$ cat config.mk
export PLATFORM = sky130hd
export DESIGN_NAME = excp_csr_trap
export DESIGN_NICKNAME = d
export VERILOG_FILES = /design/src/rtl/excp_csr_trap_pkg.sv /design/src/rtl/excp_csr_cnt64.sv /design/src/rtl/excp_csr_trap.sv
export SDC_FILE = /design/constraint.sdc
export NUM_CORES = 1
export LEC_CHECK = 0
export CORE_MARGIN = 1
export CORE_UTILIZATION = 55
export CTS_CLUSTER_SIZE = 40
export DETAILED_ROUTE_END_ITERATION = 8
export HOLD_SLACK_MARGIN = 0.06
export PLACE_DENSITY = 0.8
export REMOVE_ABC_BUFFERS = 1
export SLEW_MARGIN = 40
export SYNTH_ARGS = -nofsm -noshare
export SYNTH_HDL_FRONTEND = slang
export SYNTH_SLANG_ARGS = --single-unit
$ cat constraint.sdc
create_clock -name clk -period 9.9 [get_ports clk]
set_clock_uncertainty 0.05 [all_clocks]
set_input_delay 0.99 -clock clk [delete_from_list [all_inputs] [get_ports clk]]
set_output_delay 0.99 -clock clk [all_outputs]
set_load 0.02 [all_outputs]
$ cat src/rtl/excp_csr_trap_pkg.sv
// rtl/excp_csr_trap_pkg.sv - shared CSR addresses, bit positions and cause codes for the trap CSR file
package excp_csr_trap_pkg;

  typedef enum logic [11:0] {
    CSR_MSTATUS  = 12'h300,
    CSR_MIE      = 12'h304,
    CSR_MTVEC    = 12'h305,
    CSR_MCOUNTIH = 12'h320,
    CSR_MSCRATCH = 12'h340,
    CSR_MEPC     = 12'h341,
    CSR_MCAUSE   = 12'h342,
    CSR_MTVAL    = 12'h343,
    CSR_MIP      = 12'h344,
    CSR_MCYCLE   = 12'hB00,
    CSR_MINSTRET = 12'hB02,
    CSR_MCYCLEH  = 12'hB80,
    CSR_MINSTRTH = 12'hB82
  } csr_addr_e;

  localparam int MSTATUS_MIE    = 3;
  localparam int MSTATUS_MPIE   = 7;
  localparam int MSTATUS_MPP_LO = 11;
  localparam int MSTATUS_MPP_HI = 12;

  // mie and mip share the same bit layout
  localparam int IRQ_MSI = 3;
  localparam int IRQ_MTI = 7;
  localparam int IRQ_MEI = 11;

  localparam int CINH_CY = 0;
  localparam int CINH_IR = 2;

  localparam logic [31:0] MTVEC_RST_DFLT = 32'h0000_0080;

  localparam logic [31:0] CAUSE_INT_FLAG   = 32'h8000_0000;
  localparam logic [31:0] CAUSE_M_SFT_IRQ  = 32'h8000_0003;
  localparam logic [31:0] CAUSE_M_TMR_IRQ  = 32'h8000_0007;
  localparam logic [31:0] CAUSE_M_EXT_IRQ  = 32'h8000_000B;
  localparam logic [31:0] CAUSE_ILLEGAL_IR = 32'h0000_0002;
  localparam logic [31:0] CAUSE_ECALL_M    = 32'h0000_000B;

endpackage

$ cat src/rtl/excp_csr_cnt64.sv
// rtl/excp_csr_cnt64.sv - 64-bit machine counter with inhibit, increment enable and half-word writes
module excp_csr_cnt64 (
  input  logic        clk,
  input  logic        rst,
  input  logic        inhibit,
  input  logic        inc_en,
  input  logic        wr_lo,
  input  logic        wr_hi,
  input  logic [31:0] wdata,
  output logic [63:0] cnt
);

  // any software write to either half freezes the whole counter for that cycle
  always_ff @(posedge clk or posedge rst) begin
    if (rst) begin
      cnt <= '0;
    end else if (wr_lo | wr_hi) begin
      if (wr_lo) cnt[31:0]  <= wdata;
      if (wr_hi) cnt[63:32] <= wdata;
    end else if (inc_en & ~inhibit) begin
      cnt <= cnt + 64'd1;
    end
  end

endmodule

$ cat src/rtl/excp_csr_trap.sv
// rtl/excp_csr_trap.sv - machine-mode trap CSR file fed by the exception commit bundle
module excp_csr_trap
  import excp_csr_trap_pkg::*;
#(
  parameter int              XLEN      = 32,
  parameter int              PC_SIZE   = 32,
  parameter logic [XLEN-1:0] MTVEC_RST = XLEN'(MTVEC_RST_DFLT)
) (
  input  logic               clk,
  input  logic               rst,
  input  logic               cmt_epc_ena,
  input  logic [PC_SIZE-1:0] cmt_epc,
  input  logic               cmt_cause_ena,
  input  logic [XLEN-1:0]    cmt_cause,
  input  logic               cmt_badaddr_ena,
  input  logic [XLEN-1:0]    cmt_badaddr,
  input  logic               cmt_status_ena,
  input  logic               cmt_mret_ena,
  input  logic               cmt_instret,
  input  logic               ext_irq,
  input  logic               sft_irq,
  input  logic               tmr_irq,
  input  logic               csr_ena,
  input  logic               csr_wr_en,
  input  logic               csr_rd_en,
  input  logic [11:0]        csr_idx,
  input  logic [XLEN-1:0]    csr_wdata,
  output logic [XLEN-1:0]    csr_rdata,
  output logic               csr_ilegl,
  output logic               status_mie_r,
  output logic               mtie_r,
  output logic               msie_r,
  output logic               meie_r,
  output logic [XLEN-1:0]    csr_mtvec_r,
  output logic [PC_SIZE-1:0] csr_mepc_r
);

  logic              status_mpie_r;
  logic [XLEN-1:0]   mscratch_r;
  logic [XLEN-1:0]   mcause_r;
  logic [XLEN-1:0]   mtval_r;
  logic              mip_msi_r, mip_mti_r, mip_mei_r;
  logic              cinh_cy_r, cinh_ir_r;
  logic [63:0]       mcycle, minstret;

  logic [XLEN-1:0]   mstatus_val, mie_val, mip_val, mcinh_val;
  logic [XLEN-1:0]   rd_mux;
  logic              addr_hit;
  logic              csr_wr;

  always_comb begin
    mstatus_val = '0;
    mstatus_val[MSTATUS_MIE]  = status_mie_r;
    mstatus_val[MSTATUS_MPIE] = status_mpie_r;
    mstatus_val[MSTATUS_MPP_HI:MSTATUS_MPP_LO] = 2'b11;
    mie_val = '0;
    mie_val[IRQ_MSI] = msie_r;
    mie_val[IRQ_MTI] = mtie_r;
    mie_val[IRQ_MEI] = meie_r;
    mip_val = '0;
    mip_val[IRQ_MSI] = mip_msi_r;
    mip_val[IRQ_MTI] = mip_mti_r;
    mip_val[IRQ_MEI] = mip_mei_r;
    mcinh_val = '0;
    mcinh_val[CINH_CY] = cinh_cy_r;
    mcinh_val[CINH_IR] = cinh_ir_r;
  end

  always_comb begin
    addr_hit = 1'b1;
    rd_mux   = '0;
    case (csr_idx)
      CSR_MSTATUS:  rd_mux = mstatus_val;
      CSR_MIE:      rd_mux = mie_val;
      CSR_MTVEC:    rd_mux = csr_mtvec_r;
      CSR_MCOUNTIH: rd_mux = mcinh_val;
      CSR_MSCRATCH: rd_mux = mscratch_r;
      CSR_MEPC:     rd_mux = XLEN'(csr_mepc_r);
      CSR_MCAUSE:   rd_mux = mcause_r;
      CSR_MTVAL:    rd_mux = mtval_r;
      CSR_MIP:      rd_mux = mip_val;
      CSR_MCYCLE:   rd_mux = XLEN'(mcycle[31:0]);
      CSR_MCYCLEH:  rd_mux = XLEN'(mcycle[63:32]);
      CSR_MINSTRET: rd_mux = XLEN'(minstret[31:0]);
      CSR_MINSTRTH: rd_mux = XLEN'(minstret[63:32]);
      default:      addr_hit = 1'b0;
    endcase
  end

  assign csr_ilegl = csr_ena & (~addr_hit | (csr_wr_en & (csr_idx == CSR_MIP)));
  assign csr_rdata = (csr_ena & csr_rd_en) ? rd_mux : '0;
  assign csr_wr    = csr_ena & csr_wr_en & ~csr_ilegl;

  // trap entry outranks mret, and both outrank a software write to mstatus
  always_ff @(posedge clk or posedge rst) begin
    if (rst) begin
      status_mie_r  <= 1'b0;
      status_mpie_r <= 1'b0;
    end else if (cmt_status_ena) begin
      status_mpie_r <= status_mie_r;
      status_mie_r  <= 1'b0;
    end else if (cmt_mret_ena) begin
      status_mie_r  <= status_mpie_r;
      status_mpie_r <= 1'b1;
    end else if (csr_wr && csr_idx == CSR_MSTATUS) begin
      status_mie_r  <= csr_wdata[MSTATUS_MIE];
      status_mpie_r <= csr_wdata[MSTATUS_MPIE];
    end
  end

  always_ff @(posedge clk or posedge rst) begin
    if (rst) begin
      msie_r      <= 1'b0;
      mtie_r      <= 1'b0;
      meie_r      <= 1'b0;
      csr_mtvec_r <= MTVEC_RST;
      mscratch_r  <= '0;
      cinh_cy_r   <= 1'b0;
      cinh_ir_r   <= 1'b0;
    end else if (csr_wr) begin
      case (csr_idx)
        CSR_MIE: begin
          msie_r <= csr_wdata[IRQ_MSI];
          mtie_r <= csr_wdata[IRQ_MTI];
          meie_r <= csr_wdata[IRQ_MEI];
        end
        CSR_MTVEC:    csr_mtvec_r <= csr_wdata & ~XLEN'(3);
        CSR_MSCRATCH: mscratch_r  <= csr_wdata;
        CSR_MCOUNTIH: begin
          cinh_cy_r <= csr_wdata[CINH_CY];
          cinh_ir_r <= csr_wdata[CINH_IR];
        end
        default: ;
      endcase
    end
  end

  // commit-side loads win over a same-cycle software write to the same register
  always_ff @(posedge clk or posedge rst) begin
    if (rst) begin
      csr_mepc_r <= '0;
      mcause_r   <= '0;
      mtval_r    <= '0;
    end else begin
      if (cmt_epc_ena)
        csr_mepc_r <= cmt_epc & ~PC_SIZE'(1);
      else if (csr_wr && csr_idx == CSR_MEPC)
        csr_mepc_r <= PC_SIZE'(csr_wdata) & ~PC_SIZE'(1);
      if (cmt_cause_ena)
        mcause_r <= cmt_cause;
      else if (csr_wr && csr_idx == CSR_MCAUSE)
        mcause_r <= csr_wdata;
      if (cmt_badaddr_ena)
        mtval_r <= cmt_badaddr;
      else if (csr_wr && csr_idx == CSR_MTVAL)
        mtval_r <= csr_wdata;
    end
  end

  always_ff @(posedge clk or posedge rst) begin
    if (rst) begin
      mip_msi_r <= 1'b0;
      mip_mti_r <= 1'b0;
      mip_mei_r <= 1'b0;
    end else begin
      mip_msi_r <= sft_irq;
      mip_mti_r <= tmr_irq;
      mip_mei_r <= ext_irq;
    end
  end

  excp_csr_cnt64 u_mcycle (
    .clk     (clk),
    .rst     (rst),
    .inhibit (cinh_cy_r),
    .inc_en  (1'b1),
    .wr_lo   (csr_wr && csr_idx == CSR_MCYCLE),
    .wr_hi   (csr_wr && csr_idx == CSR_MCYCLEH),
    .wdata   (csr_wdata[31:0]),
    .cnt     (mcycle)
  );

  excp_csr_cnt64 u_minstret (
    .clk     (clk),
    .rst     (rst),
    .inhibit (cinh_ir_r),
    .inc_en  (cmt_instret),
    .wr_lo   (csr_wr && csr_idx == CSR_MINSTRET),
    .wr_hi   (csr_wr && csr_idx == CSR_MINSTRTH),
    .wdata   (csr_wdata[31:0]),
    .cnt     (minstret)
  );

endmodule

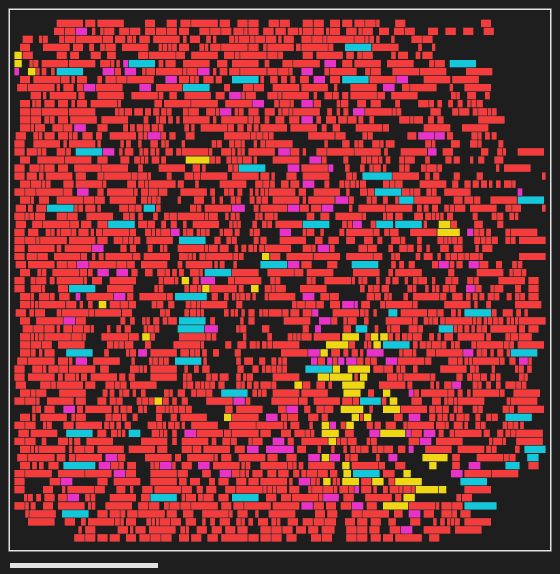
**Above:** run 1 (sizing map).
Scale bar: 50 microns.
red -> x1 and smaller  # cells 1944, most used dfrtp_1
magenta -> x2  # cells 109, most used mux2_2
yellow -> x3 and x4  # cells 53, most used buf_4
cyan -> x6 and larger  # cells 51, most used clkbuf_16

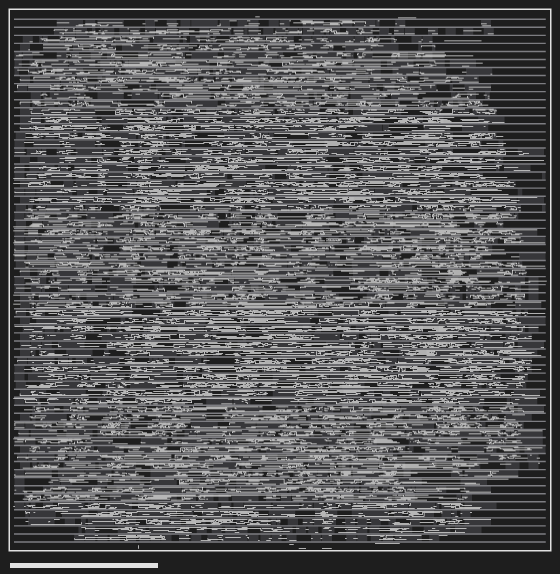
**Above:** run 1 (signal wires on met1).
Scale bar: 50 microns. Supply wires on this layer in gray. Cells faint in the background.
main direction = horizontal
longest straight run = 88.8 microns
wire length on this layer = 26.0 mm

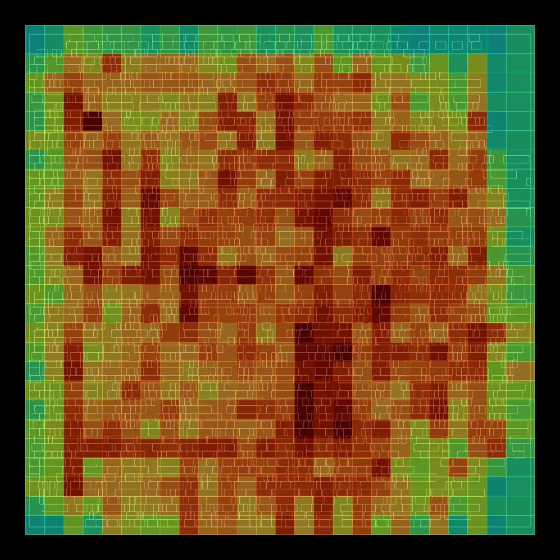
**Above:** run 1 (routing congestion).
gr usage total: 40.99%
met2 usage: 61.48%
Layout Utilization: 67.92%
GR peak layer: met2
GRT met3 Usage: 11.61%

==> impl_metrics.py, run 1 <==
# Auto-generated metrics
metrics = {
    "power": {
        "seqPwrFrac_pct": 45.2,
        "clockPowerShare_pct": 43.9,
        "switchingPower_mw": 0.7931,
        "p_per_area_nw_per_um2": 137.3,
        "pg_clk_mw": 1.30,
        "switching_share_pct": 26.74,
    },
    "route": {
        "met3_length_mm": 9.343,
        "viasPerCell": 7.029,
        "vias": 18220,
        "wirelength_mm": 68.75,
        "ant_nets": 0,
    },
    "worst_setup_path": {
        "critPathCaptureType": "output port",
        "r2r_cells": 6,
        "slowest_stage": "clkdlybuf4s50_1",
        "cp.depth": 7,
        "arrival_ns": 4.83,
        "cpMostUsedCell": "clkdlybuf4s50_1",
        "critPathRequiredTime_ns": 8.86,
        "worst-path-buf-inv": 2,
        "crit_path_start_kind": "input pin",
        "r2r-end": "u_mcycle.cnt[63]",
    },
    "final_layout": {
        "nFillCells": 2532,
        "ff_latch_area_sq_um": 7383,
        "buf_share_pct": 13.08,
        "finalNonFillerCells": 2592,
        "signal_buffers": 290,
        "final.clkbuf_count": 52,
        "comb_share_pct": 44.62,
        "antennaDiodeCount": 0,
    },
    "clocking": {
        "htreeDepth": 2,
        "clock.latency.late_pin_ns": 0.54,
        "clockBufferDepth": 3,
        "cts_tree": "built",
        "cts_buffers": 35,
        "hold_buffers": 0,
        "clk_pin_slew_worst_paths_ns": 0.06,
    },
    "yosys": {
        "top_logic_kind": "AND-OR/OR-AND gates",
        "syn_inst": 1987,
        "synth_area_sq_um": 17950,
        "ys_sh_simple_pct": 17.79,
        "synth_cell_types": 87,
        "top_cells_by_count": "dfrtp_1, nand2_1, a21oi_1",
        "top_area_share_pct": 40.98,
        "avgSynthCellArea_sq_um": 9.034,
        "ys_sh_aoi_pct": 25.06,
        "edf_count": 0,
        "top_area_cell": "dfrtp_1",
        "mux_area_share_pct": 10.25,
        "synth_flop_count": 295,
    },
    "placed_design": {
        "pre_cts_slack_ns": 4.139,
    },
    "die": {
        "die_h_microns": 182.7,
    },
    "sta": {
        "rsz0062_at_grt": "false",
        "whs_ns": 0.4600,
        "finalSetupViolations": 0,
        "setup_ws_ns": 4.034,
        "drv_slew": 0,
        "worst_slew_pin_slew_ns": 0.9417,
        "max_freq_mhz": 170.5,
        "finalCriticalPeriod_ns": 5.866,
        "relSlewSlack_pct": 36.64,
    },
    "global_routing": {
        "antenna_found_initial": 1,
        "gr-total-overflow": 0,
        "grt_pass1_vias": 17390,
    },
    "flow_run": {
        "warnings": 31,
    },
    "outcome": {
        "run_status": "completed",
    },
}
--- run 2 (diff from run 1) ---
==> constraint.sdc (replaced) <==
create_clock -name clk -period 6.1 [get_ports clk]
set_clock_uncertainty 0.05 [all_clocks]
set_input_delay 0.61 -clock clk [delete_from_list [all_inputs] [get_ports clk]]
set_output_delay 0.61 -clock clk [all_outputs]
set_load 0.02 [all_outputs]
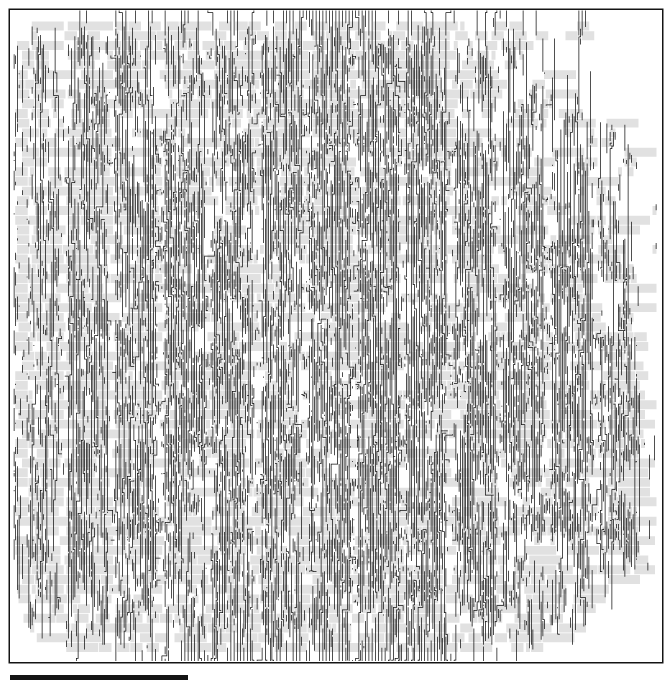
**Above:** run 2 (met2 routing).
Scale bar: 50 microns. Cells faint in the background.
wire length on this layer = 31.1 mm
nets with wire on the layer = 1938
longest straight run = 74.0 microns
share of all routed wire = 45%

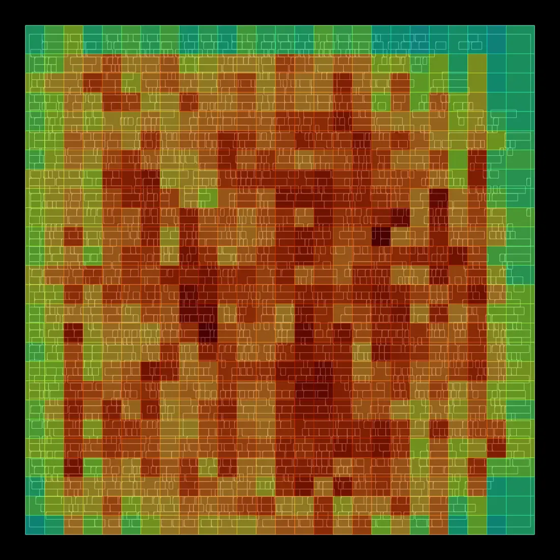
**Above:** run 2 (routing congestion).
GRT met3 Usage: 9.220%
drt wl/cell: 26.74 microns

==> run 2 against run 1 <==
Compared with the run above:
- combinational power grew 63%
- worst setup slack lost 3.0 ns
- sequential cell count is the same
- critical endpoint is now csr_rdata[23]
==> impl_metrics.py, run 2 <==
# Auto-generated metrics
metrics = {
    "outcome": {
        "run_status": "completed",
    },
    "route": {
        "wirelength_mm": 69.45,
        "ant_nets": 0,
        "met3_length_mm": 8.830,
        "viasPerCell": 7.022,
        "wl_met1_mm": 26.71,
    },
    "clocking": {
        "htreeDepth": 2,
        "clockBufferDepth": 3,
        "cts_tree": "built",
        "clk_pin_slew_worst_paths_ns": 0.06,
        "hold_buffers": 0,
        "clock.latency.late_pin_ns": 0.53,
    },
    "yosys": {
        "ys_seq_share_pct": 41.13,
        "synth_cell_types": 87,
        "top_area_share_pct": 40.98,
        "synth_flop_count": 295,
        "ys_sh_aoi_pct": 25.06,
        "top_logic_kind": "AND-OR/OR-AND gates",
        "avgSynthCellArea_sq_um": 9.034,
        "mux_area_share_pct": 10.25,
        "top_area_cell": "dfrtp_1",
        "ys_sh_simple_pct": 17.79,
        "top_cells_by_count": "dfrtp_1, nand2_1, a21oi_1",
        "syn_inst": 1987,
    },
    "placed_design": {
        "place_inst": 2532,
        "place_area_sq_um": 20450,
        "pre_cts_slack_ns": 1.192,
    },
    "worst_setup_path": {
        "r2r-end": "u_mcycle.cnt[63]",
        "r2r_cells": 6,
        "crit_path_start_kind": "input pin",
        "slowest_stage": "or4_4",
        "crit_type": "in2out",
        "arrival_ns": 4.37,
        "critPathCaptureType": "output port",
        "critPathRequiredTime_ns": 5.44,
        "worst-path-buf-inv": 3,
    },
    "final_layout": {
        "syn2layout_area_growth_pct": 20.72,
        "final.clkbuf_count": 56,
        "buf_share_pct": 13.12,
        "nFillCells": 2544,
        "fin_util_pct": 68.15,
        "finalNonFillerCells": 2597,
        "ff_latch_area_sq_um": 7383,
        "signal_buffers": 292,
    },
    "power": {
        "seqPwrFrac_pct": 44.7,
        "clockPowerShare_pct": 44.5,
        "switchingPower_mw": 1.305,
        "p_per_area_nw_per_um2": 224.9,
        "switching_share_pct": 26.77,
        "pg_clk_mw": 2.17,
    },
    "sta": {
        "finalSetupViolations": 0,
        "drv_slew": 0,
        "relSlewSlack_pct": 36.89,
        "setup_ws_ns": 1.066,
        "finalCriticalPeriod_ns": 5.034,
        "whs_ns": 0.4599,
        "max_freq_mhz": 198.7,
        "worst_slew_pin_slew_ns": 0.9466,
    },
    "global_routing": {
        "grtUsageTotal_pct": 41.52,
        "antenna_found_initial": 0,
        "met2_usage_pct": 63.05,
        "gr-max-usage-layer": "met2",
    },
    "die": {
        "die_h_microns": 182.7,
    },
    "flow_run": {
        "warnings": 32,
    },
}
Power figures rest on the tool's default switching activity, not on a simulated workload.
